Fig. 1: run 1, wiring heat map
21 x 21 tiles, from white (low) to dark blue (high), scaled to the fullest tile. Values are wire area over tile area, all layers added.
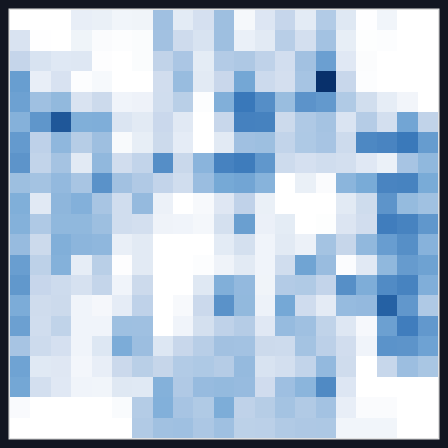
Fig. 2: run 1, wires at chosen ports, followed through buffers
Bar = 20 um.
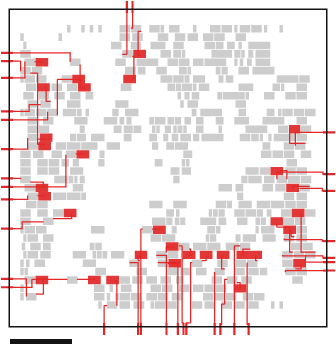
Fig. 3: run 1, placement view
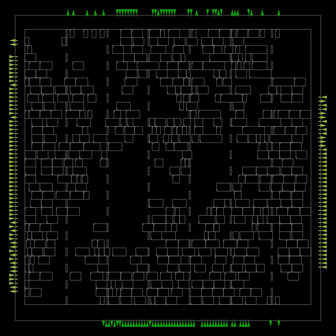
[config.mk]
export PLATFORM = sky130hd
export DESIGN_NAME = comparator_arbiter_flat
export DESIGN_NICKNAME = d
export VERILOG_FILES = /design/src/rtl/comparator_arbiter_if.sv /design/src/rtl/comparator_arbiter.sv /design/src/flat_wrapper.sv
export SDC_FILE = /design/constraint.sdc
export NUM_CORES = 1
export LEC_CHECK = 0
export CAP_MARGIN = 25
export CORE_MARGIN = 3
export CORE_UTILIZATION = 25
export CTS_BUF_LIST = sky130_fd_sc_hd__clkbuf_8
export DETAILED_ROUTE_END_ITERATION = 8
export PLACE_DENSITY_LB_ADDON = 0.3
export SKIP_CTS_REPAIR_TIMING = 1
export SYNTH_ARGS = -nofsm -noshare
export SYNTH_HDL_FRONTEND = slang
export SYNTH_SLANG_ARGS = --single-unit
[constraint.sdc]
create_clock -name clk -period 4.3 [get_ports clk]
set_input_delay 1.075 -clock clk [delete_from_list [all_inputs] [get_ports clk]]
set_output_delay 1.075 -clock clk [all_outputs]
set_load 0.02 [all_outputs]
[src/rtl/comparator_arbiter_if.sv]
// Request/response bundle for comparator_arbiter: two requester ports and one response port.
// The master modport is the issue/consumer side; the slave modport is the arbiter.
interface comparator_arbiter_if #(
    parameter int unsigned DATA_W = 32,
    parameter int unsigned OP_W   = 5,
    parameter int unsigned TAG_W  = 4
);
    logic              req0_valid;
    logic              req0_ready;
    logic [OP_W-1:0]   req0_op;
    logic [DATA_W-1:0] req0_a;
    logic [DATA_W-1:0] req0_b;
    logic [TAG_W-1:0]  req0_tag;

    logic              req1_valid;
    logic              req1_ready;
    logic [OP_W-1:0]   req1_op;
    logic [DATA_W-1:0] req1_a;
    logic [DATA_W-1:0] req1_b;
    logic [TAG_W-1:0]  req1_tag;

    logic              rsp_valid;
    logic              rsp_ready;
    logic              rsp_src;
    logic [TAG_W-1:0]  rsp_tag;
    logic              rsp_con_met;
    logic [DATA_W-1:0] rsp_out;
    logic              rsp_err;

    modport master (
        output req0_valid, req0_op, req0_a, req0_b, req0_tag,
        input  req0_ready,
        output req1_valid, req1_op, req1_a, req1_b, req1_tag,
        input  req1_ready,
        input  rsp_valid, rsp_src, rsp_tag, rsp_con_met, rsp_out, rsp_err,
        output rsp_ready
    );

    modport slave (
        input  req0_valid, req0_op, req0_a, req0_b, req0_tag,
        output req0_ready,
        input  req1_valid, req1_op, req1_a, req1_b, req1_tag,
        output req1_ready,
        output rsp_valid, rsp_src, rsp_tag, rsp_con_met, rsp_out, rsp_err,
        input  rsp_ready
    );
endinterface

[src/rtl/comparator_arbiter.sv]
// Round-robin sharing of one branch/SLT comparator between two requesters,
// with a single registered response stage that sustains one op per clock.
module comparator_arbiter #(
    parameter int unsigned DATA_W = 32,
    parameter int unsigned OP_W   = 5,
    parameter int unsigned TAG_W  = 4
) (
    input logic clk,
    input logic rst,
    comparator_arbiter_if.slave bus
);
    localparam logic [OP_W-1:0] OpBeq  = OP_W'(0);
    localparam logic [OP_W-1:0] OpBne  = OP_W'(1);
    localparam logic [OP_W-1:0] OpBlt  = OP_W'(2);
    localparam logic [OP_W-1:0] OpBge  = OP_W'(3);
    localparam logic [OP_W-1:0] OpBltu = OP_W'(4);
    localparam logic [OP_W-1:0] OpBgeu = OP_W'(5);
    localparam logic [OP_W-1:0] OpSlt  = OP_W'(9);
    localparam logic [OP_W-1:0] OpSltu = OP_W'(10);

    logic              last_grant_q, last_grant_d;
    logic              rsp_valid_q, rsp_valid_d;
    logic              rsp_src_q, rsp_src_d;
    logic [TAG_W-1:0]  rsp_tag_q, rsp_tag_d;
    logic              rsp_con_met_q, rsp_con_met_d;
    logic [DATA_W-1:0] rsp_out_q, rsp_out_d;
    logic              rsp_err_q, rsp_err_d;

    logic              grant0, grant1, can_accept, accept;
    logic [OP_W-1:0]   sel_op;
    logic [DATA_W-1:0] sel_a, sel_b;
    logic [TAG_W-1:0]  sel_tag;
    logic              cmp_eq, cmp_lt_s, cmp_lt_u;
    logic              cmp_con_met, cmp_slt, cmp_err;

    // A drain in the same cycle frees the slot, so ready never waits on a bubble.
    always_comb begin
        can_accept = !rsp_valid_q || bus.rsp_ready;
        grant0     = bus.req0_valid && (!bus.req1_valid || last_grant_q);
        grant1     = bus.req1_valid && (!bus.req0_valid || !last_grant_q);
        accept     = (grant0 || grant1) && can_accept;
    end

    assign bus.req0_ready = grant0 && can_accept;
    assign bus.req1_ready = grant1 && can_accept;

    always_comb begin
        sel_op  = grant1 ? bus.req1_op  : bus.req0_op;
        sel_a   = grant1 ? bus.req1_a   : bus.req0_a;
        sel_b   = grant1 ? bus.req1_b   : bus.req0_b;
        sel_tag = grant1 ? bus.req1_tag : bus.req0_tag;
    end

    // Shared comparator
    always_comb begin
        cmp_eq      = (sel_a == sel_b);
        cmp_lt_s    = ($signed(sel_a) < $signed(sel_b));
        cmp_lt_u    = (sel_a < sel_b);
        cmp_con_met = 1'b0;
        cmp_slt     = 1'b0;
        cmp_err     = 1'b0;
        case (sel_op)
            OpBeq:   cmp_con_met = cmp_eq;
            OpBne:   cmp_con_met = !cmp_eq;
            OpBlt:   cmp_con_met = cmp_lt_s;
            OpBge:   cmp_con_met = !cmp_lt_s;
            OpBltu:  cmp_con_met = cmp_lt_u;
            OpBgeu:  cmp_con_met = !cmp_lt_u;
            OpSlt:   cmp_slt     = cmp_lt_s;
            OpSltu:  cmp_slt     = cmp_lt_u;
            default: cmp_err     = 1'b1;
        endcase
    end

    // Data fields hold on a plain drain; only rsp_valid drops.
    always_comb begin
        last_grant_d  = last_grant_q;
        rsp_valid_d   = rsp_valid_q;
        rsp_src_d     = rsp_src_q;
        rsp_tag_d     = rsp_tag_q;
        rsp_con_met_d = rsp_con_met_q;
        rsp_out_d     = rsp_out_q;
        rsp_err_d     = rsp_err_q;
        if (accept) begin
            last_grant_d  = grant1;
            rsp_valid_d   = 1'b1;
            rsp_src_d     = grant1;
            rsp_tag_d     = sel_tag;
            rsp_con_met_d = cmp_con_met;
            rsp_out_d     = {{(DATA_W-1){1'b0}}, cmp_slt};
            rsp_err_d     = cmp_err;
        end else if (bus.rsp_ready) begin
            rsp_valid_d   = 1'b0;
        end
    end

    always_ff @(posedge clk) begin
        if (rst) begin
            last_grant_q  <= 1'b1;
            rsp_valid_q   <= 1'b0;
            rsp_src_q     <= 1'b0;
            rsp_tag_q     <= '0;
            rsp_con_met_q <= 1'b0;
            rsp_out_q     <= '0;
            rsp_err_q     <= 1'b0;
        end else begin
            last_grant_q  <= last_grant_d;
            rsp_valid_q   <= rsp_valid_d;
            rsp_src_q     <= rsp_src_d;
            rsp_tag_q     <= rsp_tag_d;
            rsp_con_met_q <= rsp_con_met_d;
            rsp_out_q     <= rsp_out_d;
            rsp_err_q     <= rsp_err_d;
        end
    end

    assign bus.rsp_valid   = rsp_valid_q;
    assign bus.rsp_src     = rsp_src_q;
    assign bus.rsp_tag     = rsp_tag_q;
    assign bus.rsp_con_met = rsp_con_met_q;
    assign bus.rsp_out     = rsp_out_q;
    assign bus.rsp_err     = rsp_err_q;
endmodule

[src/flat_wrapper.sv]
// flat-port wrapper written by rule: the top's interface ports become plain ports
module comparator_arbiter_flat 
#(
    parameter int unsigned DATA_W = 32,
    parameter int unsigned OP_W   = 5,
    parameter int unsigned TAG_W  = 4
)
  (clk, rst, bus_req0_valid, bus_req0_op, bus_req0_a, bus_req0_b, bus_req0_tag, bus_req0_ready, bus_req1_valid, bus_req1_op, bus_req1_a, bus_req1_b, bus_req1_tag, bus_req1_ready, bus_rsp_valid, bus_rsp_src, bus_rsp_tag, bus_rsp_con_met, bus_rsp_out, bus_rsp_err, bus_rsp_ready);
  comparator_arbiter_if #(.DATA_W(DATA_W), .OP_W(OP_W), .TAG_W(TAG_W)) bus_i ();
  input logic clk;
  input logic rst;
  input wire logic [$bits(bus_i.req0_valid)-1:0] bus_req0_valid;
  input wire logic [$bits(bus_i.req0_op)-1:0] bus_req0_op;
  input wire logic [$bits(bus_i.req0_a)-1:0] bus_req0_a;
  input wire logic [$bits(bus_i.req0_b)-1:0] bus_req0_b;
  input wire logic [$bits(bus_i.req0_tag)-1:0] bus_req0_tag;
  output wire logic [$bits(bus_i.req0_ready)-1:0] bus_req0_ready;
  input wire logic [$bits(bus_i.req1_valid)-1:0] bus_req1_valid;
  input wire logic [$bits(bus_i.req1_op)-1:0] bus_req1_op;
  input wire logic [$bits(bus_i.req1_a)-1:0] bus_req1_a;
  input wire logic [$bits(bus_i.req1_b)-1:0] bus_req1_b;
  input wire logic [$bits(bus_i.req1_tag)-1:0] bus_req1_tag;
  output wire logic [$bits(bus_i.req1_ready)-1:0] bus_req1_ready;
  output wire logic [$bits(bus_i.rsp_valid)-1:0] bus_rsp_valid;
  output wire logic [$bits(bus_i.rsp_src)-1:0] bus_rsp_src;
  output wire logic [$bits(bus_i.rsp_tag)-1:0] bus_rsp_tag;
  output wire logic [$bits(bus_i.rsp_con_met)-1:0] bus_rsp_con_met;
  output wire logic [$bits(bus_i.rsp_out)-1:0] bus_rsp_out;
  output wire logic [$bits(bus_i.rsp_err)-1:0] bus_rsp_err;
  input wire logic [$bits(bus_i.rsp_ready)-1:0] bus_rsp_ready;
  assign bus_i.req0_valid = bus_req0_valid;
  assign bus_i.req0_op = bus_req0_op;
  assign bus_i.req0_a = bus_req0_a;
  assign bus_i.req0_b = bus_req0_b;
  assign bus_i.req0_tag = bus_req0_tag;
  assign bus_req0_ready = bus_i.req0_ready;
  assign bus_i.req1_valid = bus_req1_valid;
  assign bus_i.req1_op = bus_req1_op;
  assign bus_i.req1_a = bus_req1_a;
  assign bus_i.req1_b = bus_req1_b;
  assign bus_i.req1_tag = bus_req1_tag;
  assign bus_req1_ready = bus_i.req1_ready;
  assign bus_rsp_valid = bus_i.rsp_valid;
  assign bus_rsp_src = bus_i.rsp_src;
  assign bus_rsp_tag = bus_i.rsp_tag;
  assign bus_rsp_con_met = bus_i.rsp_con_met;
  assign bus_rsp_out = bus_i.rsp_out;
  assign bus_rsp_err = bus_i.rsp_err;
  assign bus_i.rsp_ready = bus_rsp_ready;
  comparator_arbiter #(.DATA_W(DATA_W), .OP_W(OP_W), .TAG_W(TAG_W)) u_core (.clk(clk), .rst(rst), .bus(bus_i));
endmodule
==> metrics.yaml, run 1 <==
route:
  drt_pass1_iterations: 4
  drt-vias-per-instance: 4.64
layout:
  clock_buffers: 4
  logic_gate_count: 246
  drive_gt1_share_pct: 14.7
  final-comb-area_mm2: 0.00197
  mostFrequentLayoutCell: "clkdlybuf4s50_1"
  regArea_um2: 200
run_status:
  outcome: "complete, no violations"
logic_synthesis:
  ys_seq_share_pct: 8.57
  ys.flops: 10
  edf_count: 0
  yosysWarningCount: 0
  syn_avg_cell_area_um2: 8.65
  ys.flop_type: "dfxtp_1"
final_timing:
  drv_slew: 0
  fin_setup_tns_ns: 0
  setup_slack_ns: 0.127
hold_path:
  worstHoldStart: "u_core.bus.rsp_src"
  hp-class: "register to register"
place:
  placed_area_mm2: 0.00405
  place_ws_ns: -0.0928
worst_setup_path:
  max_stage_delay_ns: 0.59
  arrival_ns: 3.10
  cp-endpoint: "bus_req1_ready"
  cp.depth: 7
grt:
  antenna_found_initial: 0
power:
  p_int_w: 0.000449
floorplan:
  coreArea_mm2: 0.00889
  io-pin-count: 193
  nWellTaps: 108
clocking:
  cts_tree: "built"
  cts_buffers: 3
Notes on Fig. 1 above:
The mean over all tiles is 0.11. The fullest tile reaches 0.43. 15% of the tiles are nearly empty.

Notes on Fig. 2 above:
bus_req0_a: drawn in red, bits 32, direction input, edge 12 left, 11 bottom, 7 right, 2 top, end cells 32, wire 729 um.

Notes on Fig. 3 above:
row cnt: 34
Final Util: 46.5%
Seq cells: 10
flop share of the area: 4.84%

==> run 1: power by group through the flow <==
stage,registers [W],clock network (W),logic (W)
after floorplan,0.000114,0,0.000251
after global placement,0.000106,0,0.000447
after detailed placement,0.000107,0,0.000454
after CTS,0.000105,0.000120,0.000456
after global routing,0.000106,0.000127,0.000507
final,0.000105,0.000117,0.000459
==> run 1: registers in the layout, summed over array words and instances (netlist names) <==
register                flops
u_core.bus.rsp_tag          4
u_core.bus.rsp_con_met      1
u_core.bus.rsp_err          1
u_core.bus.rsp_out          1
u_core.bus.rsp_src          1
u_core.bus.rsp_valid        1
u_core.last_grant_q         1
==> run 1: per-layer routing <==
metal | wire length (um) | global-route usage, % | vias up
li1 | - | - | 1307
met1 | 2720 | 13.4 | 1137
met2 | 3790 | 26.2 | 108
met3 | 675 | 2.03 | 2
met4 | 20 | 1.51 | 0
met5 | 0 | 0 | -
==> run 1: cell usage after synthesis, drive strengths merged (3+ instances only) <==
cell type	instances	area [um2]
mux2i	42	424
buf	39	273
mux2	33	372
ha	32	400
a21oi	17	85.1
nand2	16	60.1
dfxtp	10	200
o21ai	10	50.1
nand4	9	56.3
nor2	9	33.8
a211oi	7	57.6
a31oi	3	18.8
inv	3	11.3
nand3	3	15.0
nor2b	3	18.8
nor3	3	15.0
nor4	3	18.8
==> run 1: cells by family after synthesis <==
logic type | after synthesis | synth area share [%]
AND-OR/OR-AND | 53 | 15.2
AND/OR/NAND/NOR | 54 | 12.0
buffers and inverters | 44 | 12.5
other | 1 | 0.161
XOR/XNOR | 1 | 0.375
flip-flops | 10 | 8.57
adder cells (fa/ha/maj) | 32 | 17.1
multiplexers | 75 | 34.1
==> run 1 -> run 2 <==
--- a/config.mk
+++ b/config.mk
@@ -5,7 +5,7 @@
 export SDC_FILE = /design/constraint.sdc
 export NUM_CORES = 1
 export LEC_CHECK = 0
-export CAP_MARGIN = 25
+export CAP_MARGIN = 20
 export CORE_MARGIN = 3
 export CORE_UTILIZATION = 25
 export CTS_BUF_LIST = sky130_fd_sc_hd__clkbuf_8
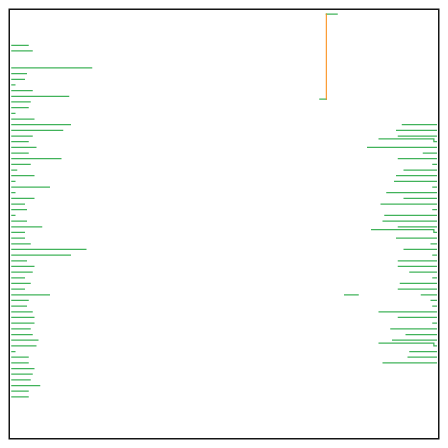
Fig. 4. Metal layers overlaid (run 2).
Only two layers are drawn.
metal 4: drawn in orange, wire length 20.4 um. metal 3: drawn in green, wire length 675 um.

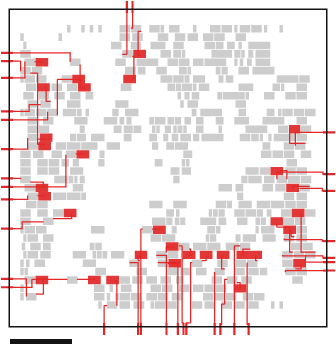
Fig. 5. Wires at chosen ports, followed through buffers (run 2).
Bar = 20 um.
bus_req0_a: drawn in red, bits 32, direction input, edge 12 left, 11 bottom, 7 right, 2 top, end cells 32, wire 729 um.

==> metrics.yaml, run 2 <==
run_status:
  outcome: "complete, no violations"
power:
  p_int_w: 0.000449
  power_switching_share_pct: 34.0
  p_leak_nw: 1.68
layout:
  largest_reg_flops: 4
  drive_gt1_share_pct: 14.7
  mostFrequentLayoutCell: "clkdlybuf4s50_1"
grt:
  grtUsageMet1_pct: 13.4
  antenna_found_initial: 0
  met3_usage_pct: 2.03
  busiest_layer: "met2"
  grt_max_degree: 26
  overflow: 0
  gr-usage-met2_pct: 26.2
route:
  wl_met3_um: 675
  wl_met2_mm: 3.79
  drt-vias-per-instance: 4.64
  wl_met1_mm: 2.72
  highest_layer: "met4"
  drt_pass1_iterations: 4
final_timing:
  fin_setup_tns_ns: 0
  drv_slew: 0
  setup_viol_count_final: 0
  setup_slack_ns: 0.127
worst_setup_path:
  max_stage_delay_ns: 0.59
  reg2regPathDepth: 13
  r2r-end: "u_core.bus.rsp_con_met"
  arrival_ns: 3.10
clocking:
  clockBufferDepth: 2
  cts_tree: "built"
  cts_buffers: 3
floorplan:
  io-pin-count: 193
  coreArea_mm2: 0.00889
  die_y_um: 103
hold_path:
  worstHoldStart: "u_core.bus.rsp_src"
  hp-class: "register to register"
logic_synthesis:
  edf_count: 0
  ys.flop_type: "dfxtp_1"
  yosysWarningCount: 0
  ys_seq_share_pct: 8.57
  netlist.top_cell.by_area: "mux2i_1"
  synth.most_common_cell: "mux2i_1"
  ys.flops: 10
  syn_avg_cell_area_um2: 8.65
  synthTopCellsByArea: "mux2i_1, ha_1, mux2_2"
place:
  place_ws_ns: -0.0928
==> run 2: worst max-delay path by stage <==
stage	startpoint	endpoint	depth (start not counted)
2_1_floorplan	bus_req1_valid	u_core.bus.rsp_out[0]	13
3_3_place_gp	bus_req1_valid	u_core.bus.rsp_out[0]	13
3_5_place_dp	bus_req1_valid	u_core.bus.rsp_out[0]	13
4_1_cts	bus_req1_valid	bus_req1_ready	7
5_1_grt	bus_req1_valid	u_core.bus.rsp_out[0]	14
6_report	bus_req1_valid	bus_req1_ready	7
==> run 2: cells by family after synthesis <==
family,count (synthesis),synth area share [%]
mux,75,34.1
simple gates,54,12.0
compound gates,53,15.2
buf+inv,44,12.5
fa+ha+maj,32,17.1
flops,10,8.57
other cells,1,0.161
xor+xnor,1,0.375
==> run 2: worst reg2reg max path, cell delays in order, from the launching register on <==
cell	delay, ns
dfxtp_1	0.35
a21boi_4	0.20
buf_12	0.21
buf_4	0.16
mux2_2	0.34
ha_1	0.32
nand4_1	0.15
nor3_1	0.23
a211oi_2	0.13
buf_4	0.16
o211a_1	0.13
a211oi_2	0.24
mux2i_1	0.21
a31oi_1	0.09
==> run 2: area by class of cell <==
class / count / area, um2 / share of cell area, %
clock buffer: 4 / 55.1 / 1.33
inverter: 3 / 11.3 / 0.272
multi-input combinational: 246 / 1970 / 47.7
sequential: 10 / 200 / 4.84
tap: 108 / 135 / 3.27
timing repair buffer: 179 / 1760 / 42.6
==> run 2: power groups by stage <==
stage	registers [W]	logic, W	clock network, W
final	0.000105	0.000459	0.000117
after global routing	0.000106	0.000507	0.000127
after CTS	0.000105	0.000456	0.000120
after detailed placement	0.000107	0.000454	0
after global placement	0.000106	0.000447	0
after floorplan	0.000114	0.000251	0
Power and IR drop assume default switching activity.
